## config.mk

```make
export PLATFORM = sky130hd
export DESIGN_NAME = decd_stage
export DESIGN_NICKNAME = d
export VERILOG_FILES = /design/src/rtl/decd_stage.sv
export SDC_FILE = /design/constraint.sdc
export NUM_CORES = 1
export LEC_CHECK = 0
export ABC_AREA = 1
export CORE_MARGIN = 4
export CORE_UTILIZATION = 47
export DETAILED_ROUTE_END_ITERATION = 6
export PLACE_DENSITY = 0.95
export REMOVE_ABC_BUFFERS = 1
export SYNTH_ARGS = -nofsm -noshare
export SYNTH_HDL_FRONTEND = slang
export SYNTH_SLANG_ARGS = --single-unit
```

## constraint.sdc

```tcl
create_clock -name clk -period 4 [get_ports clk]
set_input_delay 0.8 -clock clk [delete_from_list [all_inputs] [get_ports clk]]
set_output_delay 0.8 -clock clk [all_outputs]
set_load 0.02 [all_outputs]
```

## src/rtl/decd_stage.sv

```systemverilog
// ---------------------------------------------------------------------------
// decd_stage
//
// Registered MIPS instruction-decode stage. Fetch offers a 32-bit instruction
// and its PC over a valid/ready handshake. The stage holds it in a small
// elastic buffer and presents the decoded fields of the head entry to the ID
// stage. This replaces the old purely combinational field splitter, so there
// is no combinational path from the fetch side to the decode outputs.
//
// Parameters
//   XLEN  width of the extended immediates (>= 32)
//   PC_W  PC width (>= 32)
//   SKID  1: two-entry skid buffer, in_ready comes straight from a register
//         0: single entry, in_ready = ~main_valid | out_ready
//
// Ports
//   clk, rstn      rising-edge clock, asynchronous active-low reset
//   in_valid       fetch offers an instruction
//   in_ready       stage can accept this cycle
//   in_instr       instruction word
//   in_pc          PC of the offered instruction
//   flush          discard all held entries and the incoming one
//   out_valid      decoded head entry present
//   out_ready      consumer takes the head entry
//   out_pc         PC of the head entry
//   op_code..func  R/I-type fields of the head instruction
//   imm16, imm26   raw immediate fields
//   imm_sext       imm16 sign-extended to XLEN
//   imm_zext       imm16 zero-extended to XLEN
//   imm_lui        {imm16, 16'b0} zero-extended to XLEN
//   jump_target    {(out_pc+4)[PC_W-1:28], imm26, 2'b00}
//   is_rtype       op_code == 0
// ---------------------------------------------------------------------------
module decd_stage #(
    parameter int XLEN = 32,
    parameter int PC_W = 32,
    parameter bit SKID = 1'b1
) (
    input  logic            clk,
    input  logic            rstn,

    input  logic            in_valid,
    output logic            in_ready,
    input  logic [31:0]     in_instr,
    input  logic [PC_W-1:0] in_pc,

    input  logic            flush,

    output logic            out_valid,
    input  logic            out_ready,
    output logic [PC_W-1:0] out_pc,

    output logic [5:0]      op_code,
    output logic [4:0]      rs,
    output logic [4:0]      rt,
    output logic [4:0]      rd,
    output logic [4:0]      shamt,
    output logic [5:0]      func,
    output logic [15:0]     imm16,
    output logic [25:0]     imm26,
    output logic [XLEN-1:0] imm_sext,
    output logic [XLEN-1:0] imm_zext,
    output logic [XLEN-1:0] imm_lui,
    output logic [PC_W-1:0] jump_target,
    output logic            is_rtype
);

    // -----------------------------------------------------------------------
    // Head (main) entry. All decode outputs are derived from this entry only.
    // -----------------------------------------------------------------------
    logic            main_valid;
    logic [31:0]     main_instr;
    logic [PC_W-1:0] main_pc;

    logic            push;
    logic            pop;

    // A flushed cycle never accepts the input, even if in_ready is high.
    assign push = in_valid & in_ready & ~flush;
    assign pop  = main_valid & out_ready;

    generate
        if (SKID) begin : g_skid
            // ---------------------------------------------------------------
            // Two-entry skid buffer. in_ready depends only on skid_valid, so
            // the upstream ready path is a single flop. When the consumer
            // stalls, the instruction already in flight lands in the skid.
            // ---------------------------------------------------------------
            logic            skid_valid;
            logic [31:0]     skid_instr;
            logic [PC_W-1:0] skid_pc;

            assign in_ready = ~skid_valid;

            always_ff @(posedge clk or negedge rstn) begin
                if (!rstn) begin
                    main_valid <= 1'b0;
                    main_instr <= '0;
                    main_pc    <= '0;
                    skid_valid <= 1'b0;
                    skid_instr <= '0;
                    skid_pc    <= '0;
                end else if (flush) begin
                    // Data registers keep their contents; only validity drops.
                    main_valid <= 1'b0;
                    skid_valid <= 1'b0;
                end else if (skid_valid) begin
                    // in_ready is low here, so no push can arrive. A pop
                    // promotes the skid entry; main stays valid.
                    if (pop) begin
                        main_instr <= skid_instr;
                        main_pc    <= skid_pc;
                        skid_valid <= 1'b0;
                    end
                end else if (push) begin
                    if (!main_valid || pop) begin
                        main_instr <= in_instr;
                        main_pc    <= in_pc;
                        main_valid <= 1'b1;
                    end else begin
                        skid_instr <= in_instr;
                        skid_pc    <= in_pc;
                        skid_valid <= 1'b1;
                    end
                end else if (pop) begin
                    main_valid <= 1'b0;
                end
            end
        end else begin : g_single
            // ---------------------------------------------------------------
            // Single entry. The slot can be refilled in the cycle it is being
            // consumed, which makes in_ready combinational on out_ready.
            // ---------------------------------------------------------------
            assign in_ready = ~main_valid | out_ready;

            always_ff @(posedge clk or negedge rstn) begin
                if (!rstn) begin
                    main_valid <= 1'b0;
                    main_instr <= '0;
                    main_pc    <= '0;
                end else if (flush) begin
                    main_valid <= 1'b0;
                end else if (push) begin
                    main_instr <= in_instr;
                    main_pc    <= in_pc;
                    main_valid <= 1'b1;
                end else if (pop) begin
                    main_valid <= 1'b0;
                end
            end
        end
    endgenerate

    // -----------------------------------------------------------------------
    // Field decode of the head entry.
    // -----------------------------------------------------------------------
    assign out_valid = main_valid;
    assign out_pc    = main_pc;

    assign op_code = main_instr[31:26];
    assign rs      = main_instr[25:21];
    assign rt      = main_instr[20:16];
    assign rd      = main_instr[15:11];
    assign shamt   = main_instr[10:6];
    assign func    = main_instr[5:0];
    assign imm16   = main_instr[15:0];
    assign imm26   = main_instr[25:0];

    assign is_rtype = (op_code == 6'd0);

    assign imm_sext = {{(XLEN-16){imm16[15]}}, imm16};
    assign imm_zext = {{(XLEN-16){1'b0}}, imm16};
    assign imm_lui  = XLEN'({imm16, 16'h0000});

    // -----------------------------------------------------------------------
    // Jump target. Only bits PC_W-1:28 of pc+4 are needed; adding 4 carries
    // into bit 28 exactly when bits 27:2 are all ones. The upper add wraps
    // naturally, giving pc+4 mod 2^PC_W.
    // -----------------------------------------------------------------------
    logic [PC_W-1:28] pc_next_hi;

    assign pc_next_hi  = main_pc[PC_W-1:28] + (PC_W-28)'(&main_pc[27:2]);
    assign jump_target = {pc_next_hi, imm26, 2'b00};

endmodule

```

==> run_summary.xml <==
<?xml version="1.0" encoding="UTF-8"?>
<metrics>
  <group name="status">
    <metric name="run_status" unit="">complete, no violations</metric>
  </group>
  <group name="pwr">
    <metric name="p_total" unit="mW">5.91</metric>
    <metric name="power-per-cell-area" unit="nW/um^2">619</metric>
    <metric name="pwr.group.sequential" unit="mW">1.97</metric>
  </group>
  <group name="synthesis">
    <metric name="synth-cells-yosys" unit="">950</metric>
    <metric name="ys_dominant_reg_cell" unit="">dfrtp_1</metric>
    <metric name="post_synth_xor_area_fraction" unit="">0.00239</metric>
    <metric name="synth_warnings" unit="">0</metric>
    <metric name="number_of_flops_mapped_to_enable_cells_by_yosys" unit="">0</metric>
    <metric name="synth-simple-area-share" unit="">0.257</metric>
  </group>
  <group name="drt">
    <metric name="highest-signal-layer" unit="">met4</metric>
    <metric name="wl_met3" unit="mm">1.09</metric>
    <metric name="vias_per_instance" unit="">4.76</metric>
  </group>
  <group name="timing">
    <metric name="number_of_setup_violations_in_the_final_report" unit="">0</metric>
    <metric name="post-route-worst-setup-slack" unit="ns">0.782</metric>
    <metric name="timing_max_transition_violations_final" unit="">0</metric>
    <metric name="rsz_0062_raised_after_global_routing" unit="">no</metric>
  </group>
  <group name="die">
    <metric name="rows" unit="">45</metric>
    <metric name="floorplan.core_area" unit="sq um">15300</metric>
  </group>
  <group name="placement">
    <metric name="placed_area" unit="sq um">8980</metric>
  </group>
  <group name="critical_path">
    <metric name="critical_path.slowest_cell" unit="">clkdlybuf4s50_1</metric>
    <metric name="r2r-start" unit="">g_skid.skid_valid$_DFF_PN0_</metric>
  </group>
  <group name="global_routing">
    <metric name="grt_util_met2" unit="">0.352</metric>
  </group>
  <group name="final_layout">
    <metric name="dominant_cells" unit="">flip-flops and latches</metric>
    <metric name="num-clock-buffers" unit="">21</metric>
    <metric name="final_cells" unit="">1287</metric>
  </group>
  <group name="flow_run">
    <metric name="maxCapViolCount" unit="">0</metric>
  </group>
  <group name="cts">
    <metric name="h-tree-depth" unit="">4</metric>
  </group>
</metrics>
==> images/m1.png <==
The bar under the picture is 50 um long.
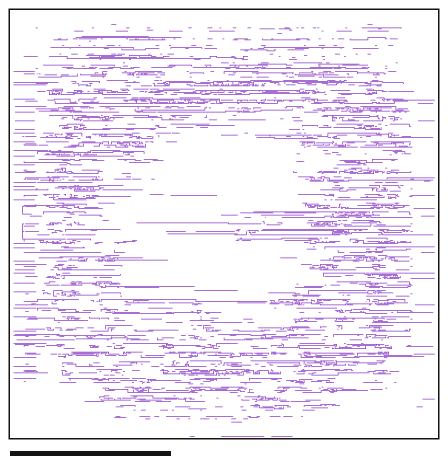
share of all routed wire: 42%
longest straight run: 44.4 um
nets with wire on the layer: 961
wire length on this layer: 7,890 um
via count of the routed design: 6,127
routing usage on met1: 0.265
DRT Wirelength: 18.6 mm

==> images/m2.png <==
The bar under the picture is 50 um long. Cells faint in the background.
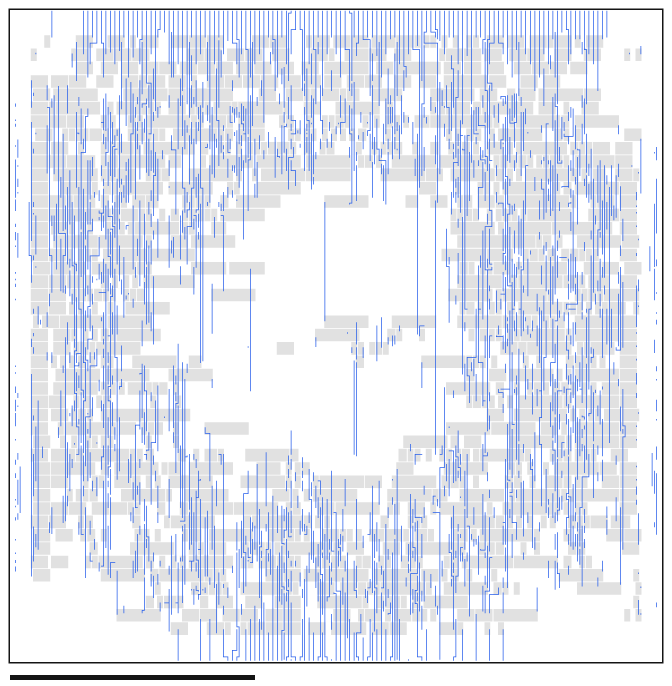
longest straight run: 57.8 um
nets with wire on the layer: 906
share of all routed wire: 50%
main direction: vertical
wire length on this layer: 9,380 um

==> images/m3.png <==
The bar under the picture is 50 um long. Cells faint in the background.
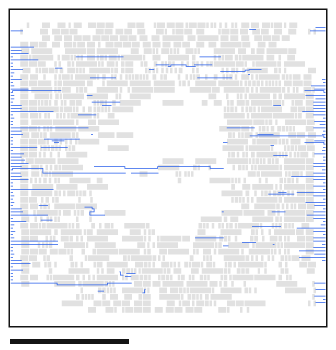
main direction: horizontal
wire length on this layer: 1,090 um
nets with wire on the layer: 163
share of all routed wire: 5.9%

==> images/m4.png <==
The bar under the picture is 50 um long.
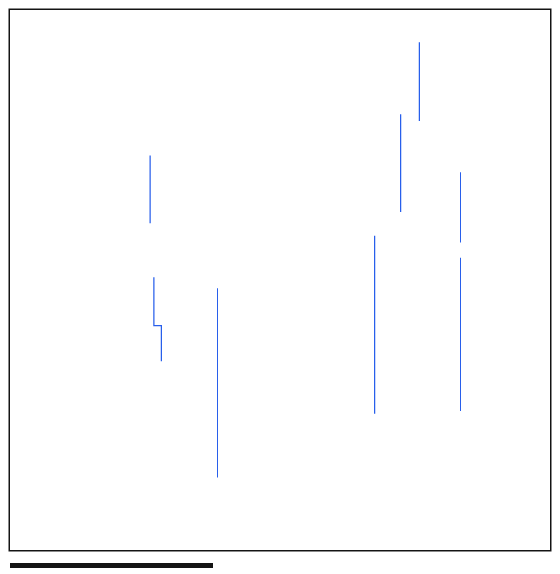
main direction: vertical
nets with wire on the layer: 5

Power and IR drop assume default switching activity.
